$ cat config.mk
export PLATFORM = sky130hd
export DESIGN_NAME = v_lsu_agen_flat
export DESIGN_NICKNAME = d
export VERILOG_FILES = /design/src/rtl/vlsu_defs.sv /design/src/rtl/v_lsu_agen_if.sv /design/src/rtl/v_lsu_tailmask.sv /design/src/rtl/v_lsu_agen.sv /design/src/flat_wrapper.sv
export SDC_FILE = /design/constraint.sdc
export NUM_CORES = 1
export LEC_CHECK = 0
export ABC_AREA = 1
export CAP_MARGIN = 0
export CORE_AREA = 2 2 222 224
export DETAILED_ROUTE_END_ITERATION = 10
export DIE_AREA = 0 0 224 226
export PLACE_DENSITY = 0.39
export SYNTH_ARGS = -nofsm -noshare
export SYNTH_HDL_FRONTEND = slang
export SYNTH_SLANG_ARGS = --single-unit
$ cat constraint.sdc
create_clock -name core_clk -period 2 [get_ports core_clk]
set_clock_uncertainty 0.15 [all_clocks]
set_input_delay 0.3 -clock core_clk [delete_from_list [all_inputs] [get_ports core_clk]]
set_output_delay 0.3 -clock core_clk [all_outputs]
set_load 0.005 [all_outputs]
$ cat src/rtl/vlsu_defs.sv
// Shared constants and state encoding for the vector load/store address generator.
package vlsu_defs;

  localparam int DATAMEM_BITS  = 14;
  localparam int DATAMEM_WIDTH = 32;
  localparam int LANES         = 4;
  localparam int MAX_VL        = 64;
  localparam int VL_BITS       = 7;

  typedef enum logic [2:0] {
    ST_IDLE  = 3'd0,
    ST_LOAD  = 3'd1,
    ST_STORE = 3'd2,
    ST_DRAIN = 3'd3,
    ST_FIN   = 3'd4
  } state_e;

endpackage

$ cat src/rtl/v_lsu_agen_if.sv
// Request, store-beat, bank-memory and load-beat signals of the vector LSU address generator.
interface v_lsu_agen_if #(
  parameter int DATAMEM_BITS = vlsu_defs::DATAMEM_BITS,
  parameter int VL_BITS      = vlsu_defs::VL_BITS
);

  localparam int LN = vlsu_defs::LANES;
  localparam int DW = vlsu_defs::DATAMEM_WIDTH;

  logic                        req_valid;
  logic                        req_ready;
  logic                        req_store;
  logic [DATAMEM_BITS-1:0]     req_base;
  logic [VL_BITS-1:0]          req_vl;
  logic                        st_valid;
  logic                        st_ready;
  logic [LN-1:0][DW-1:0]       st_data;
  logic [DATAMEM_BITS-1:0]     dm_addr;
  logic [LN-1:0][3:0]          dm_write;
  logic [LN-1:0][DW-1:0]       dm_data;
  logic [LN-1:0][DW-1:0]       dm_rdata;
  logic                        ld_valid;
  logic [LN-1:0][DW-1:0]       ld_data;
  logic [LN-1:0]               ld_mask;
  logic                        ld_last;
  logic                        done;
  logic                        err;

  modport master (
    output req_valid, req_store, req_base, req_vl, st_valid, st_data, dm_rdata,
    input  req_ready, st_ready, dm_addr, dm_write, dm_data,
           ld_valid, ld_data, ld_mask, ld_last, done, err
  );

  modport slave (
    input  req_valid, req_store, req_base, req_vl, st_valid, st_data, dm_rdata,
    output req_ready, st_ready, dm_addr, dm_write, dm_data,
           ld_valid, ld_data, ld_mask, ld_last, done, err
  );

endinterface

$ cat src/rtl/v_lsu_tailmask.sv
// Per-beat lane mask and consumed element count from the remaining element count.
module v_lsu_tailmask
  import vlsu_defs::*;
#(
  parameter int VL_BITS = vlsu_defs::VL_BITS
) (
  input  logic [VL_BITS-1:0] i_rem,
  output logic [LANES-1:0]   o_mask,
  output logic [VL_BITS-1:0] o_used
);

  // NOTE: every output gets a default before any branch so no latch is inferred.
  always_comb begin
    o_mask = '0;
    o_used = (i_rem >= VL_BITS'(LANES)) ? VL_BITS'(LANES) : i_rem;
    for (int i = 0; i < LANES; i++) begin
      o_mask[i] = (VL_BITS'(i) < i_rem);
    end
  end

endmodule

$ cat src/rtl/v_lsu_agen.sv
// Vector unit-stride load/store address generator and four-bank sequencer.
module v_lsu_agen
  import vlsu_defs::*;
#(
  parameter int DATAMEM_BITS = vlsu_defs::DATAMEM_BITS,
  parameter int MAX_VL       = vlsu_defs::MAX_VL,
  parameter int VL_BITS      = vlsu_defs::VL_BITS
) (
  input  logic         core_clk,
  input  logic         rst,
  v_lsu_agen_if.slave  bus
);

  state_e                    r_state, w_next;
  logic [DATAMEM_BITS-1:0]   r_addr;
  logic [VL_BITS-1:0]        r_rem;
  logic                      r_err;
  logic                      r_tag_valid;
  logic [LANES-1:0]          r_tag_mask;
  logic                      r_tag_last;

  logic [LANES-1:0]          w_mask;
  logic [VL_BITS-1:0]        w_used;
  logic                      w_last_beat;
  logic [VL_BITS:0]          w_beats;
  logic [DATAMEM_BITS-2:0]   w_row_sum;
  logic                      w_reject;

  v_lsu_tailmask #(.VL_BITS(VL_BITS)) u_tailmask (
    .i_rem  (r_rem),
    .o_mask (w_mask),
    .o_used (w_used)
  );

  assign w_last_beat = (r_rem <= VL_BITS'(LANES));
  assign w_beats     = ({1'b0, bus.req_vl} + (VL_BITS+1)'(3)) >> 2;
  assign w_row_sum   = (DATAMEM_BITS-1)'(bus.req_base[DATAMEM_BITS-2:2])
                     + (DATAMEM_BITS-1)'(w_beats) - (DATAMEM_BITS-1)'(1);

  // A carry above the row field means the last row lands in the protocol region.
  assign w_reject = (bus.req_base[1:0] != 2'b00)
                  | bus.req_base[DATAMEM_BITS-1]
                  | ((bus.req_vl != '0) && (w_row_sum[DATAMEM_BITS-2:DATAMEM_BITS-3] != 2'b00))
                  | (bus.req_vl > VL_BITS'(MAX_VL));

  // NOTE: sequential state uses non-blocking assignments so every flop samples pre-edge values.
  always_ff @(posedge core_clk or posedge rst) begin
    if (rst) r_state <= ST_IDLE;
    else     r_state <= w_next;
  end

  always_comb begin
    w_next        = r_state;
    bus.req_ready = 1'b0;
    bus.st_ready  = 1'b0;
    bus.dm_addr   = '0;
    bus.dm_write  = '0;
    bus.dm_data   = '0;
    bus.done      = 1'b0;
    case (r_state)
      ST_IDLE: begin
        bus.req_ready = 1'b1;
        if (bus.req_valid && !w_reject) begin
          if (bus.req_vl == '0)  w_next = ST_FIN;
          else if (bus.req_store) w_next = ST_STORE;
          else                    w_next = ST_LOAD;
        end
      end
      ST_LOAD: begin
        bus.dm_addr = r_addr;
        if (w_last_beat) w_next = ST_DRAIN;
      end
      ST_STORE: begin
        bus.st_ready = 1'b1;
        bus.dm_addr  = r_addr;
        bus.dm_data  = bus.st_data;
        for (int i = 0; i < LANES; i++) begin
          bus.dm_write[i] = {4{bus.st_valid & w_mask[i]}};
        end
        if (bus.st_valid && w_last_beat) w_next = ST_FIN;
      end
      ST_DRAIN: w_next = ST_FIN;
      ST_FIN: begin
        bus.done = 1'b1;
        w_next   = ST_IDLE;
      end
      default: w_next = ST_IDLE;
    endcase
  end

  always_ff @(posedge core_clk or posedge rst) begin
    if (rst) begin
      r_addr      <= '0;
      r_rem       <= '0;
      r_err       <= 1'b0;
      r_tag_valid <= 1'b0;
      r_tag_mask  <= '0;
      r_tag_last  <= 1'b0;
    end else begin
      r_err       <= (r_state == ST_IDLE) && bus.req_valid && w_reject;
      r_tag_valid <= (r_state == ST_LOAD);
      r_tag_mask  <= (r_state == ST_LOAD) ? w_mask : '0;
      r_tag_last  <= (r_state == ST_LOAD) && w_last_beat;
      case (r_state)
        ST_IDLE: begin
          if (bus.req_valid) begin
            r_addr <= bus.req_base;
            r_rem  <= bus.req_vl;
          end
        end
        ST_LOAD: begin
          r_addr <= r_addr + DATAMEM_BITS'(4);
          r_rem  <= r_rem - w_used;
        end
        ST_STORE: begin
          if (bus.st_valid) begin
            r_addr <= r_addr + DATAMEM_BITS'(4);
            r_rem  <= r_rem - w_used;
          end
        end
        default: ;
      endcase
    end
  end

  // The tag trails the address by one cycle, matching the banks' registered read port.
  always_comb begin
    bus.ld_valid = r_tag_valid;
    bus.ld_mask  = r_tag_mask;
    bus.ld_last  = r_tag_last;
    bus.ld_data  = '0;
    for (int i = 0; i < LANES; i++) begin
      bus.ld_data[i] = r_tag_mask[i] ? bus.dm_rdata[i] : '0;
    end
  end

  assign bus.err = r_err;

endmodule

$ cat src/flat_wrapper.sv
// flat-port wrapper written by rule: the top's interface ports become plain ports
module v_lsu_agen_flat import vlsu_defs::*;
#(
  parameter int DATAMEM_BITS = vlsu_defs::DATAMEM_BITS,
  parameter int MAX_VL       = vlsu_defs::MAX_VL,
  parameter int VL_BITS      = vlsu_defs::VL_BITS
)
  (core_clk, rst, bus_req_valid, bus_req_store, bus_req_base, bus_req_vl, bus_st_valid, bus_st_data, bus_dm_rdata, bus_req_ready, bus_st_ready, bus_dm_addr, bus_dm_write, bus_dm_data, bus_ld_valid, bus_ld_data, bus_ld_mask, bus_ld_last, bus_done, bus_err);
  v_lsu_agen_if #(.DATAMEM_BITS(DATAMEM_BITS), .VL_BITS(VL_BITS)) bus_i ();
  input  logic core_clk;
  input  logic rst;
  input wire logic [$bits(bus_i.req_valid)-1:0] bus_req_valid;
  input wire logic [$bits(bus_i.req_store)-1:0] bus_req_store;
  input wire logic [$bits(bus_i.req_base)-1:0] bus_req_base;
  input wire logic [$bits(bus_i.req_vl)-1:0] bus_req_vl;
  input wire logic [$bits(bus_i.st_valid)-1:0] bus_st_valid;
  input wire logic [$bits(bus_i.st_data)-1:0] bus_st_data;
  input wire logic [$bits(bus_i.dm_rdata)-1:0] bus_dm_rdata;
  output wire logic [$bits(bus_i.req_ready)-1:0] bus_req_ready;
  output wire logic [$bits(bus_i.st_ready)-1:0] bus_st_ready;
  output wire logic [$bits(bus_i.dm_addr)-1:0] bus_dm_addr;
  output wire logic [$bits(bus_i.dm_write)-1:0] bus_dm_write;
  output wire logic [$bits(bus_i.dm_data)-1:0] bus_dm_data;
  output wire logic [$bits(bus_i.ld_valid)-1:0] bus_ld_valid;
  output wire logic [$bits(bus_i.ld_data)-1:0] bus_ld_data;
  output wire logic [$bits(bus_i.ld_mask)-1:0] bus_ld_mask;
  output wire logic [$bits(bus_i.ld_last)-1:0] bus_ld_last;
  output wire logic [$bits(bus_i.done)-1:0] bus_done;
  output wire logic [$bits(bus_i.err)-1:0] bus_err;
  assign bus_i.req_valid = bus_req_valid;
  assign bus_i.req_store = bus_req_store;
  assign bus_i.req_base = bus_req_base;
  assign bus_i.req_vl = bus_req_vl;
  assign bus_i.st_valid = bus_st_valid;
  assign bus_i.st_data = bus_st_data;
  assign bus_i.dm_rdata = bus_dm_rdata;
  assign bus_req_ready = bus_i.req_ready;
  assign bus_st_ready = bus_i.st_ready;
  assign bus_dm_addr = bus_i.dm_addr;
  assign bus_dm_write = bus_i.dm_write;
  assign bus_dm_data = bus_i.dm_data;
  assign bus_ld_valid = bus_i.ld_valid;
  assign bus_ld_data = bus_i.ld_data;
  assign bus_ld_mask = bus_i.ld_mask;
  assign bus_ld_last = bus_i.ld_last;
  assign bus_done = bus_i.done;
  assign bus_err = bus_i.err;
  v_lsu_agen #(.DATAMEM_BITS(DATAMEM_BITS), .MAX_VL(MAX_VL), .VL_BITS(VL_BITS)) u_core (.core_clk(core_clk), .rst(rst), .bus(bus_i));
endmodule
Clock network drawn from the DEF:
(2 px per µm)
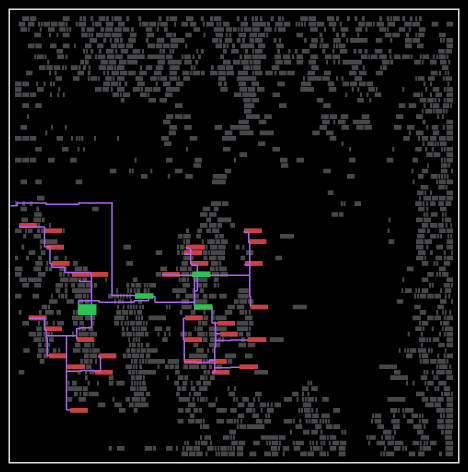
[red] flip-flops | count: 31
[purple] clock wires | length: 641 µm
[green] clock drivers | count: 5
routed clock nets	6
clk latency late pin: 280 ps
clock share of power: 0.046

Clock nets:
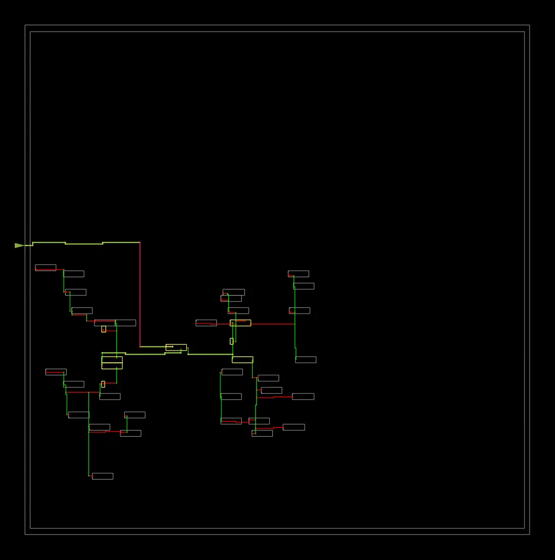
Inserted Clock Buffers: 5
clock sinks: 31
Clk. pwr: 0.750 mW

Metal 3:
(1.5 px per µm)
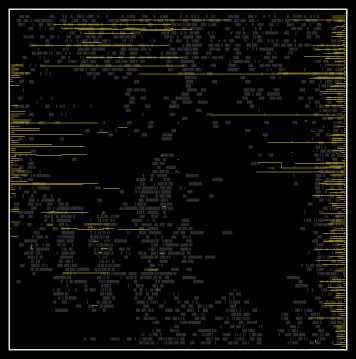
nets with wire on the layer	252
wire length on this layer	3030 µm
share of all routed wire	7.3%

Placement by cell class:
(1 px per µm)
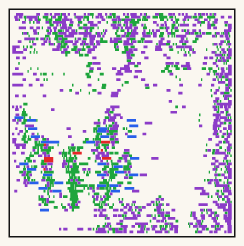
color	class	cells	share of their area
green	combinational and other logic	827	37%
purple	other buffers and delay cells	757	57%
red	clock drivers and dummy loads	8	1.0%
blue	flops	31	5.7%

==> notes.md <==
flow finished, numbers: Worst setup EP type=register, H-tree Lvls=2, worst hold path class=input port to register, WL/cell=18.4 µm, Root Driver=clkbuf_16, Post-CTS Hold Buffers=0, largest net degree at the start of global routing=34, Worst Path Buf+Inv=2, failing checks=negative setup slack, flip-flops with a built-in enable=0, FF-to-FF Start=u_core.r_rem[4]$_DFFE_PP0P_, DR iter-0 viols=333, met3 Use GR=0.0340, yosys simple share=0.392, total leakage power=7.87 nW, yosys cell count=903, Final Setup Violations=182, most common cell in the netlist=inv_1, PwrDens=1140 nW/µm², Final TNS setup=-31650 ps, clk tree area frac=0.00958, wire length on met3=3.03 mm, Fmax=0.390 GHz, ANT nets after route=0, Die H=226 µm, post-CTS setup buffer count=73, CP max stage delay=430 ps, total gr overflow=0, CP top delay family=simple AND/OR/NAND/NOR gates, # IOs=578, post-CTS sizing=875, Rel. slew slack=0.645, Fin. Hold Viols=0, worst vdd ir=0.713 mV, Non-clk bufs=757, clk_buf instances=7, CTS tree=built, Avg Vias per Cell=3.52, Mux area share=0, FF/Latch Area=779 µm², core area=48300 µm², flip-flops=31, Buffers on Ports=577, Cell Area, Synth=4530 µm², cell count after synthesis=903, standard-cell rows=81, Max Slew Vio Count=0, Tightest Pin Transition=530 ps, starting density of the core=0.0937, area leader, netlist=inv_1, setup ws final=-562 ps, period utilisation layout=1.28, Seq/total area=0.0542, crit path to=u_core.r_state[1]$_DFFE_PP0P_, post-DP HPWL=34.0 mm, Total Routing Usage GR=0.148, Comb gates=506, outcome=finished, violations left, number of nets at floorplan=1194, AO/OA Area Share=0.0751, Tool Warnings=29, Hold Path Origin=bus_req_vl[0], # fillers=5148, Most flops, register=u_core.r_addr, flops & latches, synth=31
[worst min-delay path, cell delays in order]
cell	delay (ps)
buf_6	80
nand2_1	60
o21ai_1	70
[stage by stage]
| stage | total power [mW] | std cells | utilization | area (µm²) |
|---|---|---|---|---|
| after floorplan | 4.58 | 903 | - | 4560 |
| after global placement | 11.1 | 2141 | 0.241 | 11700 |
| after detailed placement | 11.0 | 2141 | 0.241 | 11700 |
| after CTS | 13.5 | 2223 | 0.258 | 12500 |
| after global routing | 17.5 | 2246 | 0.297 | 14400 |
| final | 16.4 | 2247 | 0.297 | 14400 |
[where the power goes]
| group | switching (mW) | internal (mW) |
|---|---|---|
| clock | 0.290 | 0.460 |
| sequential | 0.306 | 0.942 |
| combinational | 6.66 | 7.78 |
| total | 7.26 | 9.19 |
No activity file was given, so power comes from the tool's default toggle rates.
